**Run 1: PDN straps and rails**

Drawn at 4 px/µm. Pins as bars on the die edge. Tap cells in gray.
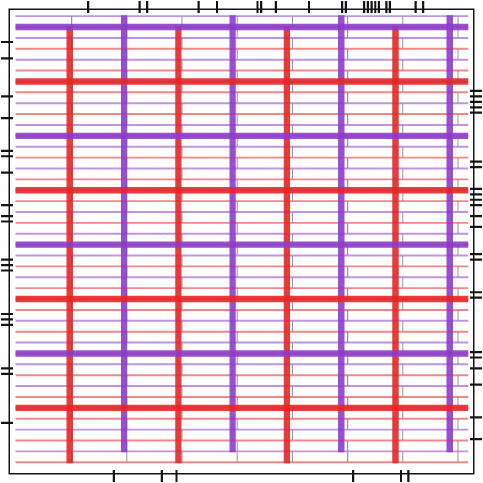
**Run 1: placed cells, one color a class**

Drawn at 4 px/µm. Fill, decap, tap and diode cells in gray.
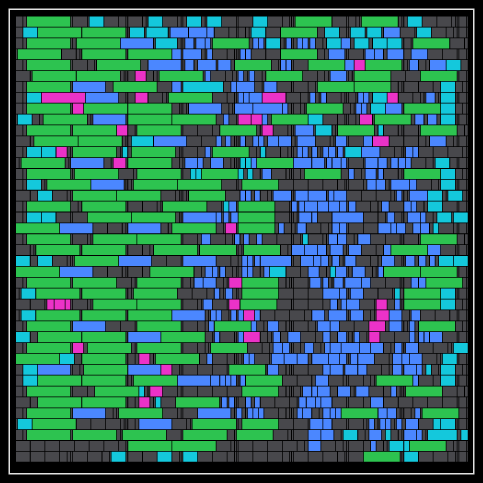
**Run 1: clock distribution**

Drawn at 3 px/µm.
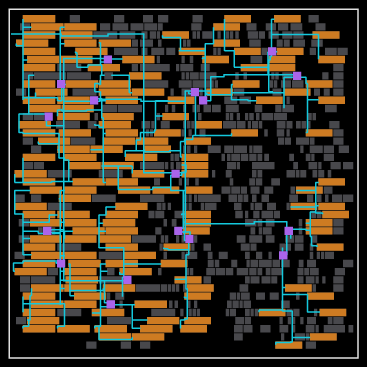
**Run 1: wiring by layer**

Drawn at 4 px/µm.
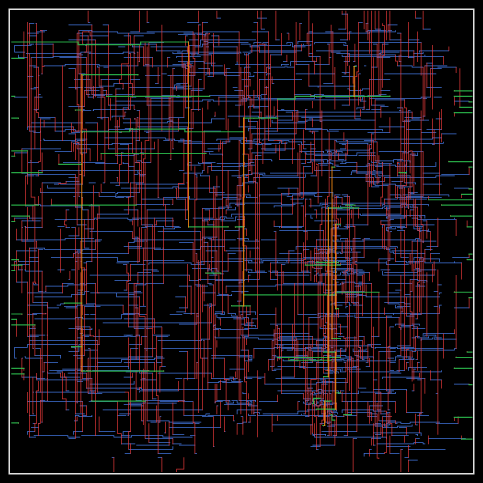
**config.mk**
```make
export PLATFORM = sky130hd
export DESIGN_NAME = xdma_read_meta_manager
export DESIGN_NICKNAME = d
export VERILOG_FILES = /design/src/rtl/xdma_read_meta_manager.sv
export SDC_FILE = /design/constraint.sdc
export NUM_CORES = 1
export LEC_CHECK = 0
export CAP_MARGIN = 15
export CELL_PAD_IN_SITES_DETAIL_PLACEMENT = 0
export CELL_PAD_IN_SITES_GLOBAL_PLACEMENT = 1
export CORE_UTILIZATION = 53
export CTS_BUF_LIST = sky130_fd_sc_hd__clkbuf_4
export DETAILED_ROUTE_END_ITERATION = 10
export GPL_TIMING_DRIVEN = 0
export PLACE_DENSITY_LB_ADDON = 0.1
export SYNTH_ARGS = -nofsm -noshare
export SYNTH_HDL_FRONTEND = slang
export SYNTH_SLANG_ARGS = --single-unit
```
**constraint.sdc**
```tcl
create_clock -name clk_i -period 8.6 [get_ports clk_i]
set_input_delay 0.86 -clock clk_i [delete_from_list [all_inputs] [get_ports clk_i]]
set_output_delay 0.86 -clock clk_i [all_outputs]
set_load 0.02 [all_outputs]
```
**src/rtl/xdma_read_meta_manager.sv**
```systemverilog
// xdma_read_meta_manager
//   Read-side meta tracker for xDMA. Queues read-request metadata (DMA id,
//   beat count) pushed by the read frontend, then serves the requests in
//   order. For each request it counts AXI R handshakes, pulses done with the
//   finished id on the final beat, and checks that RLAST lines up.
//
// Ports
//   clk_i, rst_ni      clock (rising edge), async active-low reset
//   meta_valid_i/ready meta push handshake; ready is !full
//   meta_id_i          DMA id of the pushed request
//   meta_len_i         beats expected for the pushed request
//   read_happening_i   R handshake this cycle
//   read_last_i        RLAST of the current beat
//   read_req_busy_o    a request is being counted
//   read_req_done_o    1-cycle pulse when the active request finishes
//   done_id_o          id of the finished request, held until the next done
//   cur_dma_id_o       id of the active request, 0 when not busy
//   beat_cnt_o         beats received for the active request
//   last_err_o         1-cycle pulse on RLAST mismatch or stray beat
//   outstanding_o      meta FIFO occupancy
module xdma_read_meta_manager #(
    parameter int unsigned IdWidth   = 8,
    parameter int unsigned LenWidth  = 16,
    parameter int unsigned MetaDepth = 4
) (
    input  logic                         clk_i,
    input  logic                         rst_ni,
    input  logic                         meta_valid_i,
    output logic                         meta_ready_o,
    input  logic [IdWidth-1:0]           meta_id_i,
    input  logic [LenWidth-1:0]          meta_len_i,
    input  logic                         read_happening_i,
    input  logic                         read_last_i,
    output logic                         read_req_busy_o,
    output logic                         read_req_done_o,
    output logic [IdWidth-1:0]           done_id_o,
    output logic [IdWidth-1:0]           cur_dma_id_o,
    output logic [LenWidth-1:0]          beat_cnt_o,
    output logic                         last_err_o,
    output logic [$clog2(MetaDepth):0]   outstanding_o
);

    localparam int unsigned PtrWidth = $clog2(MetaDepth);
    localparam int unsigned CntWidth = PtrWidth + 1;

    typedef enum logic [1:0] {
        IDLE   = 2'd0,
        BUSY   = 2'd1,
        FINISH = 2'd2
    } state_e;

    state_e state_q, state_d;

    logic [IdWidth-1:0]  fifo_id  [MetaDepth];
    logic [LenWidth-1:0] fifo_len [MetaDepth];
    logic [PtrWidth-1:0] wr_ptr_q, rd_ptr_q;
    logic [CntWidth-1:0] count_q;
    logic                full, empty, push, pop;

    logic [IdWidth-1:0]  meta_id_q, done_id_q;
    logic [LenWidth-1:0] meta_len_q;
    logic [LenWidth-1:0] cnt_q, cnt_d;
    logic                final_beat, done, err;

    // FIFO status; a same-cycle pop does not relieve a full FIFO
    assign full  = (count_q == CntWidth'(MetaDepth));
    assign empty = (count_q == '0);
    assign push  = meta_valid_i && !full;

    // Meta storage (no reset needed, qualified by pointers/count)
    always_ff @(posedge clk_i) begin
        if (push) begin
            fifo_id[wr_ptr_q]  <= meta_id_i;
            fifo_len[wr_ptr_q] <= meta_len_i;
        end
    end

    // FIFO pointers and occupancy
    always_ff @(posedge clk_i or negedge rst_ni) begin
        if (!rst_ni) begin
            wr_ptr_q <= '0;
            rd_ptr_q <= '0;
            count_q  <= '0;
        end else begin
            if (push) wr_ptr_q <= wr_ptr_q + PtrWidth'(1);
            if (pop)  rd_ptr_q <= rd_ptr_q + PtrWidth'(1);
            count_q <= count_q + CntWidth'(push) - CntWidth'(pop);
        end
    end

    // Final beat: counter compared against len-1 in LenWidth arithmetic
    assign final_beat = (state_q == BUSY) && read_happening_i &&
                        (cnt_q == meta_len_q - LenWidth'(1));

    // Next-state, beat counter, done and RLAST checking
    always_comb begin
        state_d = state_q;
        cnt_d   = cnt_q;
        pop     = 1'b0;
        done    = 1'b0;
        err     = 1'b0;
        case (state_q)
            IDLE: begin
                err = read_happening_i;
                if (!empty) begin
                    pop     = 1'b1;
                    cnt_d   = '0;
                    state_d = (fifo_len[rd_ptr_q] != '0) ? BUSY : FINISH;
                end
            end
            BUSY: begin
                cnt_d = cnt_q + LenWidth'(read_happening_i);
                if (read_happening_i) begin
                    err = final_beat ? !read_last_i : read_last_i;
                end
                if (final_beat) begin
                    done    = 1'b1;
                    state_d = FINISH;
                end
            end
            FINISH: begin
                err     = read_happening_i;
                cnt_d   = '0;
                state_d = IDLE;
                // zero-length requests report completion here
                done    = (meta_len_q == '0);
            end
            default: begin
                state_d = IDLE;
            end
        endcase
    end

    // State, counter and active-request registers
    always_ff @(posedge clk_i or negedge rst_ni) begin
        if (!rst_ni) begin
            state_q    <= IDLE;
            cnt_q      <= '0;
            meta_id_q  <= '0;
            meta_len_q <= '0;
            done_id_q  <= '0;
        end else begin
            state_q <= state_d;
            cnt_q   <= cnt_d;
            if (pop) begin
                meta_id_q  <= fifo_id[rd_ptr_q];
                meta_len_q <= fifo_len[rd_ptr_q];
            end
            if (done) begin
                done_id_q <= meta_id_q;
            end
        end
    end

    assign meta_ready_o    = !full;
    assign read_req_busy_o = (state_q == BUSY);
    assign read_req_done_o = done;
    assign done_id_o       = done ? meta_id_q : done_id_q;
    assign cur_dma_id_o    = (state_q == BUSY) ? meta_id_q : '0;
    assign beat_cnt_o      = cnt_q;
    assign last_err_o      = err;
    assign outstanding_o   = count_q;

endmodule

```
==> ci_impl_report.md, run 1 <==
## Synthesis and layout report

| Metric | Value |
|---|---|
| Status | completed |
| Antenna violations before repair | 0 |
| Num CTS Buffers | 17 |
| Final-layout clock buffer total | 17 |
| Critical Path Stages | 11 |
| Post-Syn Area per Cell | 13.6 µm² |
| Min-Delay Path Class | input pin to async pin |
| Wire length on met3 | 517 µm |
| CP Launch Type | register |
| FF-to-FF End | done_id_q[4]$_DFF_PN0_ |
| Flop count | 153 |
| Layout area overhead | 18.5% |
| Post-CTS Setup Bufs | 0 |
| Req. time, crit path | 7.74 ns |
| Synth Seq Share | 0.628 |
| Max Clk Rate | 195 MHz |
| Distinct lib cells | 51 |
| Total global routing overflow | 0 |
| Count of library flops with an enable pin | 96 |
| Sequential cell area | between 4000 and 5000 µm² |
| Crit path max fanout | 10 |
| Repair and plain buffers | 95 |
| DRT iter0 DRCs | 222 |
| Worst path top cell family by delay | buffers and inverters |
| M2 GR Usage | 0.354 |
| FILL cells | 990 |
| Dpl ws | 4.08 ns |
| Layout Nets | around 640 |
| Max-cap violation count | 0 |
| Clock slew at reported path FFs | ~0.13 ns |
| Port-buffer cells | 67 |
| Cell row count | 41 |
| First-pass GRT wire length | about 21000 µm |
| Hold-fix buffers, CTS | 0 |
| Top routing layer in use | met4 |
| Critical Path, Cell by Cell | inv_1 -> ha_1 -> clkbuf_1 -> nor3b_1 -> xnor2_1 -> nand4_1 -> nor4b_1 -> nand3_1 -> o31ai_4 -> mux2_2 -> clkdlybuf4s50_1 |
| Ant. Diodes | 0 |
| Non-clk buf share | 0.107 |
| Reg2reg start | meta_len_q[0]$_DFFE_PN0P_ |
| R2r setup slk | 5.34 ns |
| Cts repair resizes | 0 |
| Yosys cell count | 504 |
| Mapped Cells | 504 |
| Syn Std Cell Area | 6860 µm² |
| Final setup vio count | 0 |
| Clock network share of area | 0.0351 |
| Hold Vio Cnt, Final | 0 |
| Post-DRT Antenna Nets | 0 |
| Ys flops | 153 |
| Max incr delay on CP | 0.55 ns |
| DRC | 0 |
| Die area | 13400 µm² |
| Largest register FFs | ~64 |
| Fin Hold WS | between 0.2 and 0.3 ns |
| Post-route setup TNS | 0 ns |
| Starting Density | 0.544 |
| CP arrival | 4.26 ns |
| Top_reg_cell synth | edfxtp_1 |
| Yosys stat area | 6860 µm² |
| Final worst slack | 3.48 ns |
| Pin count of the biggest net entering global routing | 34 |
| Syn nets | ~550 |
| Clk sinks | approximately 150 |
| Synth async-reset ratio | 0.373 |
| Maximum vdd ir drop | 0.228 mV |
| Slew Limit Headroom | 0.464 |
| Leakage | 3.07 nW |
| Worst Setup SP | meta_len_q[0]$_DFFE_PN0P_ |
| I/O Pins | 68 |
| Chip height | approximately 120 µm |
| Tool warnings | 33 |
| Slowest cell on crit path | clkdlybuf4s50_1 |
| Largest regs | fifo_len (64), fifo_id (32) |
| Post-layout period usage | 0.596 |
| Tap Count | approximately 170 |
| Die Wd | 116 µm |
| CP bufs+invs | 3 |
| Share of cells above drive strength 1 | 0.141 |
| Root cell of the clock tree | clkbuf_4 |
| TritonRoute pass-1 iters | 4 |
| Largest register by flop count | fifo_len |
| Fin. max-slew vios | 0 |
| GR Layer Usage met1 | 0.287 |
| Top cell category | sequential cells |
| #MultiIn Comb | 314 |
| Post-layout minimum cycle time | 5.12 ns |
| Power, Total | 2.52 mW |
| RSZ-0062 raised after global routing | no |
| Comb/total area | 0.295 |
| Fraction of area in registers | 0.530 |
| Placeable Area | 12600 µm² |
| Inverters | 15 |
| CTS tree | done |
| Post-DP HPWL | around 9800 µm |
| Met3 Resource Use GR | 0.0497 |
| Setup crit end | done_id_o[1] |
| DR vias/cell | 5.45 |
| Vias in the first global route | 4223 |
| Slew @ Worst Pin | 0.803 ns |
| Multi-input logic area | 2400 µm² |
| PwrDens | 310 nW/µm² |
| Critical path type | register to primary output |
| Final GP Congestion | 0.906 |
| Most crowded layer after global routing | met2 |
| Critical path endpoint category | primary output |
| Ys Warns | 0 |
| Routed wl met2 | 6450 µm |
| Worst reg2reg path depth | 10 |
| Maximum clock path buffer count | 2 |
| Met1 WL | 5960 µm |
| H-tree levels | 4 |
## Picture notes: 'PDN straps and rails'
[red] VSS
[purple] VDD
signal pins: 68
tap cells: 172
met1 rails: 42
met5 straps: 8
met4 straps: 8

## Picture notes: 'placed cells, one color a class'
[blue] remaining logic cells | cells: 329
[green] registers | cells: 153
[cyan] remaining buffers and delay cells | cells: 95
[magenta] clock drivers and dummy loads | cells: 32

## Picture notes: 'clock distribution'
[purple] clock-net drivers | count: 17
[cyan] clock wires | length: 1640 µm
[orange] flip-flops | count: 153
flops lie: all over the die
Latency at later pin: 0.57 ns
clk pwr: 437 µW
skew final: 0.0161 ns

## Picture notes: 'wiring by layer'
[blue] M1 | wire length: 5960 µm
[green] M3 | wire length: 517 µm
[orange] M4 | wire length: 301 µm
[red] M2 | wire length: 6450 µm
drt wl/cell: 16.9 µm
Total GRT Usage: 0.219
drt total wl: 13200 µm
Via Count: 4254

## run 1: cell families after synthesis
kind of cell / after synthesis / synth area share
AND-OR/OR-AND: 40 / 0.0434
AND/OR/NAND/NOR: 189 / 0.137
XOR/XNOR: 37 / 0.0472
buffers and inverters: 37 / 0.0226
multiplexers: 33 / 0.0935
flip-flops: 153 / 0.628
adder cells (fa/ha/maj): 15 / 0.0284
## run 1: layout by cell type, fill, tap and decap left out, drive strengths merged, types with 3 or more instances in the layout
cell type,n
mux2,9
inv,24
and3,6
nand2,82
nor3,10
or4,3
or3,4
nand2b,4
nand4,12
clkdlybuf4s50,66
a21boi,3
o21ai,13
ha,14
dfrtp,57
a21oi,3
xnor2,20
mux4,24
nor2,25
nor4,11
edfxtp,96
xor2,17
buf,10
nand3,11
and2,10
clkbuf,35
clkinv,4
o31ai,5
## run 1: through the flow
step                 util  area, µm²  cells
floorplan               -       6860    504
global placement    0.614       7750    743
detailed placement  0.622       7850    749
CTS                 0.644       8130    781
global route        0.644       8130    781
finish              0.644       8130    781
## run 1: synthesized netlist by cell type (all sizes together), types with 3 or more instances
library cell,count,area share
o21ai,13,0.0095
o31ai,5,0.0075
nand4,12,0.012
a21boi,3,0.0033
nand3,11,0.0080
xnor2,20,0.026
nand2b,4,0.0036
xor2,17,0.022
nor2,25,0.014
inv,15,0.0082
buf,4,0.0044
dfrtp,57,0.21
ha,14,0.026
nor3,10,0.0073
a21oi,3,0.0022
and2,10,0.0091
clkbuf,18,0.010
nor4,11,0.012
mux2,9,0.015
nand2,82,0.045
mux4,24,0.079
or4,3,0.0038
and3,6,0.0055
edfxtp,96,0.42
or3,4,0.0038
## run 1: where the power goes
| part | internal [mW] | switching [mW] |
|---|---|---|
| sequential | 0.967 | 0.119 |
| combinational | 0.426 | 0.570 |
| clock | 0.156 | 0.281 |
**Run 1: track usage over the die**

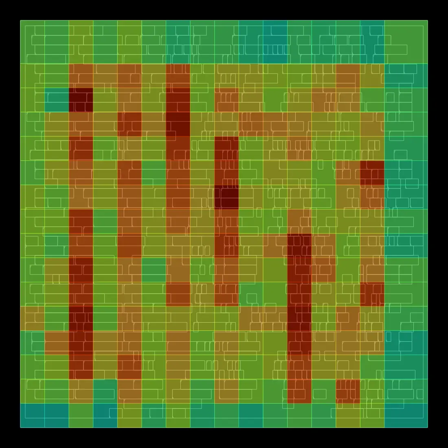

==> run 1 -> run 2 <==
--- a/config.mk
+++ b/config.mk
@@ -8,7 +8,7 @@
 export CAP_MARGIN = 15
 export CELL_PAD_IN_SITES_DETAIL_PLACEMENT = 0
 export CELL_PAD_IN_SITES_GLOBAL_PLACEMENT = 1
-export CORE_UTILIZATION = 53
+export CORE_UTILIZATION = 49
 export CTS_BUF_LIST = sky130_fd_sc_hd__clkbuf_4
 export DETAILED_ROUTE_END_ITERATION = 10
 export GPL_TIMING_DRIVEN = 0
==> constraint.sdc (replaced) <==
create_clock -name clk_i -period 4.9 [get_ports clk_i]
set_input_delay 0.49 -clock clk_i [delete_from_list [all_inputs] [get_ports clk_i]]
set_output_delay 0.49 -clock clk_i [all_outputs]
set_load 0.02 [all_outputs]
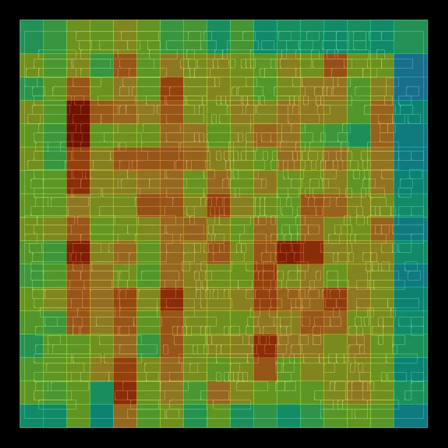
**Above:** run 2 (track usage over the die).
most crowded layer after global routing: met2
drt wl/cell: 17.6 µm

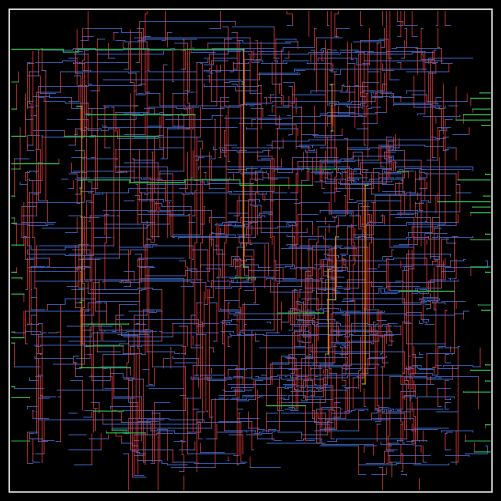
**Above:** run 2 (wiring by layer).
Drawn at 4 px/µm.
[green] M3 | wire length: 436 µm
[orange] M4 | wire length: 218 µm
[red] M2 | wire length: 6810 µm
[blue] M1 | wire length: 6380 µm

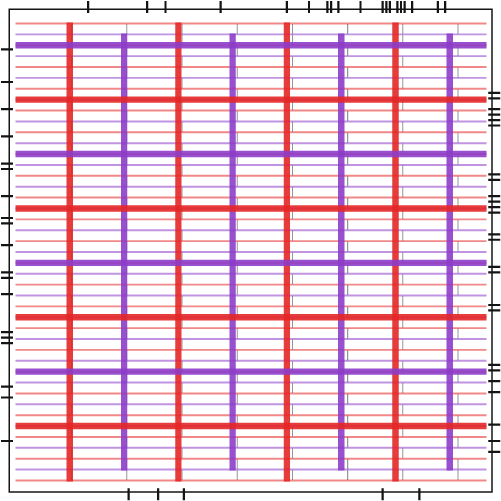
**Above:** run 2 (PDN straps and rails).
Drawn at 4 px/µm. Pins as bars on the die edge. Tap cells in gray.
[red] VSS
[purple] VDD
met1 rails: 43
tap cells: 176
signal pins: 68
maximum vdd ir drop: 0.367 mV
Placeable Area: 13500 µm²
chip height: 120 µm

==> run 2 against run 1 <==
Effect of this change:
- via count decreased by 0.94%
- wire length increased by 4.7%
- power increased by 72%
- core utilization decreased by 4.0 points
- sequential share of layout area about the same
- global-route usage decreased by 0.87 points
- sequential power increased by 74%
- clock power increased by 52%
- flip-flop count unchanged
- worst hold slack improved by 0.17 ns
- critical path depth decreased by 1
- highest routed layer unchanged
- non-clock buffer count increased by 2
==> ci_impl_report.md, run 2 <==
## Synthesis and layout report

| Metric | Value |
|---|---|
| Ys Warns | 0 |
| Skew final | between 0.015 and 0.02 ns |
| Met3 Resource Use GR | 0.0410 |
| GR Layer Usage met1 | 0.285 |
| Top cells excl fill/tap | 96 x edfxtp_1, 82 x nand2_1, 66 x clkdlybuf4s50_1 |
| Post-DP Area | 7860 µm² |
| Syn nets | 548 |
| Layout area overhead | 18.5% |
| Adder share | 0.0284 |
| Total GRT Usage | 0.211 |
| Synth area leader | edfxtp_1 |
| Most frequent cell after synthesis | edfxtp_1 |
| Post-DP HPWL | 10200 µm |
| Count of library flops with an enable pin | 96 |
| Leakage | 3.06 nW |
| Drt total wl | 13800 µm |
| Port-buffer cells | 67 |
| Starting Density | 0.510 |
| Yosys cell count | around 500 |
| Largest register FFs | 64 |
| Yosys aoi share | 0.0434 |
| Post-Syn Area per Cell | 13.6 µm² |
| Die Wd | 120 µm |
| Synth logic family | simple AND/OR/NAND/NOR gates |
| DR vias/cell | 5.35 |
| Layout Nets | 642 |
| DRC | 0 |
| Req. time, crit path | 4.41 ns |
| Util after Layout | 0.604 |
| Dpl ws | 0.721 ns |
| Final setup vio count | 0 |
| Slew Limit Headroom | 0.452 |
| Critical path type | register to primary output |
| Maximum clock path buffer count | 2 |
| Final worst slack | approximately 0.36 ns |
| Mapped Cells | 504 |
| Latency at later pin | 0.55 ns |
| Post-Place Cells | ~750 |
| Top routing layer in use | met4 |
| Crit path max fanout | 10 |
| H-tree levels | 4 |
| Post-route setup TNS | 0 ns |
| CP Launch Type | register |
| Post-DRT Antenna Nets | 0 |
| Synth Seq Share | 0.628 |
| Cell row count | 42 |
| Fin. max-slew vios | 0 |
| CTS tree | done |
| Wire length on met3 | 435 µm |
| Top cell area share | 0.420 |
| CP arrival | 4.05 ns |
| Mux frac, synth | 0.0935 |
| Tool warnings | 33 |
| Post-layout period usage | 0.926 |
| Synth async-reset ratio | 0.373 |
| Pin count of the biggest net entering global routing | 35 |
| Root cell of the clock tree | clkbuf_4 |
| PwrDens | between 500 and 600 nW/µm² |
| Hold Vio Cnt, Final | 0 |
| Critical path endpoint category | primary output |
| Met1 WL | 6380 µm |
| RSZ-0062 raised after global routing | no |
| Yosys stat area | 6860 µm² |
| Via Count | 4214 |
| I/O Pins | 68 |
| Die area | 14500 µm² |
| Fin cells | ~790 |
| Cell area leaders | edfxtp_1 42%, dfrtp_1 21%, mux4_2 7.9% |
| Clk sinks | between 150 and 200 |
| Power, Total | between 4 and 5 mW |
| Top cells by count | 96 x edfxtp_1, 82 x nand2_1, 57 x dfrtp_1 |
| TritonRoute pass-1 iters | 5 |
| M2 GR Usage | 0.334 |
| FILL cells | 1126 |
| Routed wl met2 | between 6000 and 7000 µm |
| Post-layout minimum cycle time | 4.54 ns |
| Num CTS Buffers | 17 |
| Top_reg_cell synth | edfxtp_1 |
| Xor/xnor share | 0.0472 |
| Vias in the first global route | between 4000 and 5000 |
| Fin Hold WS | 0.449 ns |
| Share of cells above drive strength 1 | 0.146 |
| DRT iter0 DRCs | 216 |
| Largest register by flop count | fifo_len |
| Max Clk Rate | 220 MHz |
| Post-CTS Setup Bufs | 0 |
| Max-cap violation count | 0 |
| Commonest Layout Cell | edfxtp_1 |
| Distinct lib cells | 51 |
| Antenna violations before repair | 1 |
| Ys flops | 153 |
| Total global routing overflow | 0 |
| Design area | 8130 µm² |
| AND/OR/NAND/NOR Cells, Area Fraction | 0.137 |
| Clock slew at reported path FFs | 0.13 ns |
| Largest regs | fifo_len (64), fifo_id (32) |
| Status | completed |
| First-pass GRT wire length | approximately 23000 µm |
| Min-Delay Path Class | input pin to async pin |
| Syn Std Cell Area | 6860 µm² |
| Hold-fix buffers, CTS | 1 |
| Cts repair resizes | 0 |
==> run 2: path summary, 6_finish.rpt <==
| check | from | end | slack (ns) | cells after the start |
|---|---|---|---|---|
| min in group clk_i | meta_id_q[6]$_DFFE_PN0P_ | meta_id_q[6]$_DFFE_PN0P_ | 0.51 | 2 |
| worst max register to register | rd_ptr_q[0]$_DFFE_PN0P_ | state_q[1]$_DFFE_PN0P_ | 1.64 | 9 |
| worst max-delay path | meta_len_q[6]$_DFFE_PN0P_ | done_id_o[2] | 0.36 | 10 |
| worst min register to register | meta_id_q[6]$_DFFE_PN0P_ | meta_id_q[6]$_DFFE_PN0P_ | 0.51 | 2 |
| worst min-delay path | rst_ni | beat_cnt_o[11]$_DFFE_PN0P_ | 0.45 | 2 |
| max in group asynchronous | rst_ni | state_q[1]$_DFFE_PN0P_ | 3.86 | 3 |
==> run 2: power breakdown <==
group | switching [mW] | internal (mW)
clock network | 0.455 | 0.207
registers | 0.206 | 1.70
logic | 1.02 | 0.753
total | 1.68 | 2.66
==> run 2: worst max-delay path: stages, from the launching register on <==
cell,delay [ns]
dfrtp_1,0.39
buf_6,0.13
or4_4,0.53
or3_1,0.36
a2111o_1,0.40
a22oi_2,0.23
nand4_2,0.16
o31ai_4,0.25
buf_12,0.16
mux2_2,0.34
clkdlybuf4s50_1,0.55
==> run 2: area by class of cell <==
| cell class | instances | area, µm² | area share |
|---|---|---|---|
| flip-flops and latches | 153 | 4310 | 0.530 |
| multi-input cells | 314 | 2400 | 0.296 |
| repair buffers | 75 | 806 | 0.0991 |
| well taps | 176 | 220 | 0.0271 |
| clock buffers | 18 | 135 | 0.0166 |
| plain buffers | 22 | 100 | 0.0123 |
| clock inverters | 14 | 96.3 | 0.0119 |
| inverters | 15 | 56.3 | 0.00693 |
| diodes | 1 | 2.50 | 0.000308 |
**Run 2: placed cells, one color a class**

Drawn at 4 px/µm. Fill, decap, tap and diode cells in gray.
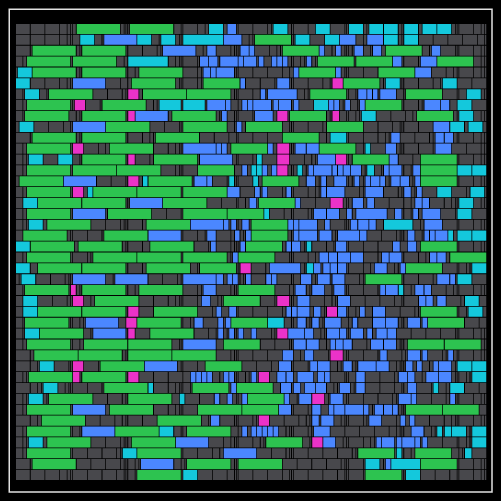

==> run 2 -> run 3 <==
--- a/config.mk
+++ b/config.mk
@@ -13,6 +13,7 @@
 export DETAILED_ROUTE_END_ITERATION = 10
 export GPL_TIMING_DRIVEN = 0
 export PLACE_DENSITY_LB_ADDON = 0.1
+export SLEW_MARGIN = 15
 export SYNTH_ARGS = -nofsm -noshare
 export SYNTH_HDL_FRONTEND = slang
 export SYNTH_SLANG_ARGS = --single-unit
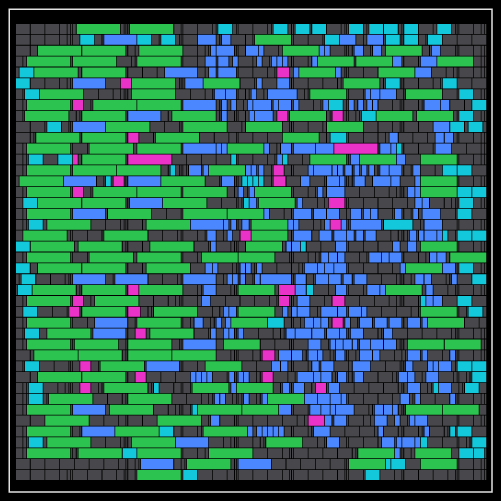
**Above:** run 3 (placed cells, one color a class).
Drawn at 4 px/µm. Fill, decap, tap and diode cells in gray.
cell row count: 42
fraction of area in registers: 0.533
Util after Layout: 0.601
design area: 8090 µm²

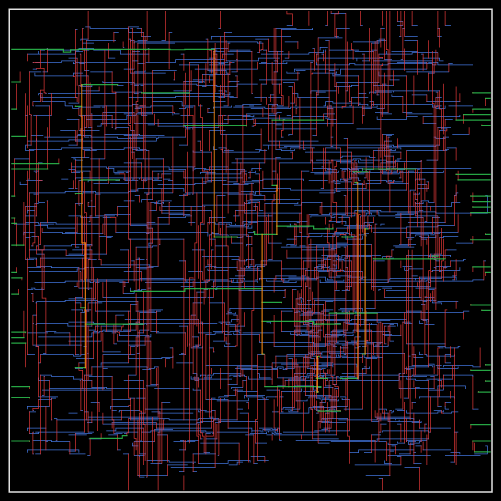
**Above:** run 3 (wiring by layer).
Drawn at 4 px/µm.
[red] M2 | wire length: 6530 µm
[blue] M1 | wire length: 6250 µm
[orange] M4 | wire length: 250 µm
[green] M3 | wire length: 475 µm

==> run 3 against run 2 <==
Effect of this change:
- synthesized cell count is the same
- core utilization shrank 0.28 points
- flip-flop count is the same
- setup slack lost 0.0044 ns
- critical path depth is the same
- power grew 2.1%
- largest power group unchanged
==> ci_impl_report.md, run 3 <==
## Synthesis and layout report

| Metric | Value |
|---|---|
| Ys flops | 153 |
| Antenna violations before repair | 0 |
| Die Wd | between 100 and 150 µm |
| Status | completed |
| Top cell area share | 0.420 |
| Top cells excl fill/tap | 96 x edfxtp_1, 82 x nand2_1, 66 x clkdlybuf4s50_1 |
| Clk pwr | 802 µW |
| AND/OR/NAND/NOR Cells, Area Fraction | 0.137 |
| Final setup vio count | 0 |
| Repair and plain buffers | around 91 |
| Commonest Layout Cell | edfxtp_1 |
| Pin count of the biggest net entering global routing | just under 60 |
| CP arrival | 4.05 ns |
| Slew @ Worst Pin | 0.803 ns |
| Largest register by flop count | fifo_len |
| Placeable Area | 13500 µm² |
| Critical path type | register to primary output |
| Ys Warns | 0 |
| TritonRoute pass-1 iters | 5 |
| Switching share of power | 0.382 |
| Non-clk buf share | 0.0987 |
| Total net switching power | 1.69 mW |
| Post-DP Area | roughly 7800 µm² |
| Slowest cell on crit path | clkdlybuf4s50_1 |
| Total GRT Usage | 0.205 |
| CP bufs+invs | 3 |
| Total global routing overflow | 0 |
| Mux frac, synth | 0.0935 |
| Port-buffer cells | 67 |
| First-pass GRT wire length | between 20000 and 25000 µm |
| RSZ-0062 raised after global routing | no |
| #MultiIn Comb | 314 |
| Mapped Cells | 504 |
| Drt total wl | 13500 µm |
| Syn Std Cell Area | 6860 µm² |
| Num CTS Buffers | 17 |
| Largest regs | fifo_len (64), fifo_id (32) |
| Drt wl/cell | 17.3 µm |
| Yosys cell count | 504 |
| Tap Count | about 180 |
| Maximum vdd ir drop | 0.331 mV |
| Comb power | 1.72 mW |
| Latency at later pin | ~0.55 ns |
| Final-layout clock buffer total | 18 |
| Min-Delay Path Class | register to register |
| Critical path endpoint category | primary output |
| Power, Total | 4.43 mW |
| H-tree levels | 4 |
| Xor/xnor share | 0.0472 |
| Maximum clock path buffer count | 2 |
| Skew final | ~0.017 ns |
| Sequential power | 1.91 mW |
| Top power group | sequential cells |
| Top cell category | sequential cells |
| Via Count | 4285 |
| Synth logic family | simple AND/OR/NAND/NOR gates |
| Vias in the first global route | roughly 4300 |
| Post-Syn Area per Cell | 13.6 µm² |
| Clock network power share | 0.181 |
| DRT iter0 DRCs | about 200 |
| Post-DRT Antenna Nets | 0 |
| Final worst slack | 0.360 ns |
| Fin cells | 781 |
| I/O Pins | 68 |
| Distinct lib cells | 51 |
| Max incr delay on CP | around 0.55 ns |
| M2 GR Usage | 0.326 |
| Synth async-reset ratio | 0.373 |
| Layout area overhead | 17.9% |
| Leakage | 3.03 nW |
| Comb/total area | 0.298 |
| Clk sinks | 153 |
| Adder share | 0.0284 |
| Hold Vio Cnt, Final | 0 |
| Max Clk Rate | 220 MHz |
| Die area | 14500 µm² |
| Root cell of the clock tree | clkbuf_4 |
| Comb power frac | 0.388 |
| Yosys aoi share | 0.0434 |
| Post-layout period usage | 0.926 |
| Layout Nets | 636 |
| Worst path top cell family by delay | simple AND/OR/NAND/NOR gates |
| Chip height | about 120 µm |
| Post-route setup TNS | 0 ns |
| Crit path max fanout | 10 |
| Most frequent cell after synthesis | edfxtp_1 |
| Fin. max-slew vios | 0 |
| Post-DP HPWL | 9570 µm |
| P_int | 2.74 mW |
| Met3 Resource Use GR | 0.0406 |
| Max-cap violation count | 0 |
| Largest register FFs | 64 |
| FILL cells | 1086 |
| DR vias/cell | 5.49 |
| PwrDens | 548 nW/µm² |
| Synth area leader | edfxtp_1 |
| Share of cells above drive strength 1 | 0.144 |
| Synth Seq Share | 0.628 |
| Yosys stat area | 6860 µm² |
| Ant. Diodes | 0 |
| CTS tree | done |
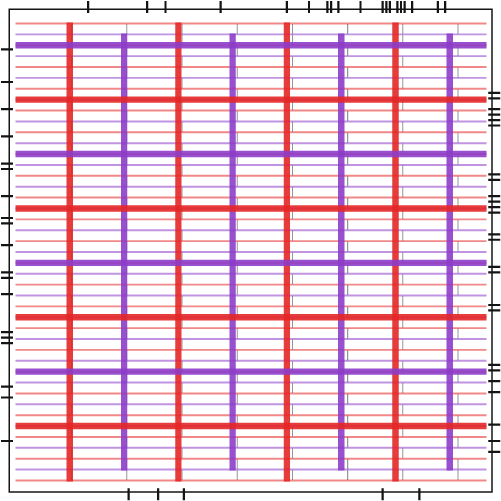
**Above:** run 3 (PDN straps and rails).
Drawn at 4 px/µm. Pins as bars on the die edge. Tap cells in gray.
[red] VSS
[purple] VDD
met1 rails: 43
met4 straps: 8
tap cells: 176

run 3: cell count changes in the layout (fill, tap and decap cells not counted), sizes merged:
cell    delta
inv        +1
diode      -1
buf        -6
bufinv     +2
clkinv     -3
run 3: cells by family after synthesis:
logic type | after synthesis
AOI/OAI and AO/OA | 40
xor gates and xnor gates | 37
adders and majority gates | 15
buffers and inverters | 37
DFF | 153
muxes | 33
and+or+nand+nor | 189
run 3: path summary, 6_finish.rpt:
| path | startpoint | end | slack [ns] | depth (start not counted) |
|---|---|---|---|---|
| max in group asynchronous | rst_ni | rd_ptr_q[1]$_DFFE_PN0P_ | 3.90 | 2 |
| min | meta_id_q[6]$_DFFE_PN0P_ | meta_id_q[6]$_DFFE_PN0P_ | 0.51 | 2 |
| min reg2reg | meta_id_q[6]$_DFFE_PN0P_ | meta_id_q[6]$_DFFE_PN0P_ | 0.51 | 2 |
| max | meta_len_q[6]$_DFFE_PN0P_ | done_id_o[2] | 0.36 | 10 |
| min in group asynchronous | rst_ni | beat_cnt_o[11]$_DFFE_PN0P_ | 0.53 | 2 |
| max reg2reg | rd_ptr_q[0]$_DFFE_PN0P_ | state_q[1]$_DFFE_PN0P_ | 1.63 | 9 |
run 3: through the flow:
| stage | utilization | hold slack, ns |
|---|---|---|
| floorplan | - | 0.194 |
| global placement | 0.576 | 0.478 |
| detailed placement | 0.577 | 0.479 |
| CTS | 0.600 | 0.512 |
| global route | 0.601 | 0.538 |
| finish | 0.601 | 0.506 |
run 3: layer usage:
metal | wire length (µm) | share of wire
met2 | 6530 | 0.48
met1 | 6250 | 0.46
met3 | 474 | 0.035
met4 | 249 | 0.018
met5 | 0 | 0
run 3: timing repair:
item                       4_1_cts  5_1_grt
setup endpoints to repair        0        8
hold buffers                     1        0
resized                          0        2
setup buffers                    0        1
hold endpoints to repair        56        0
Power is estimated from default activity; no workload was simulated.
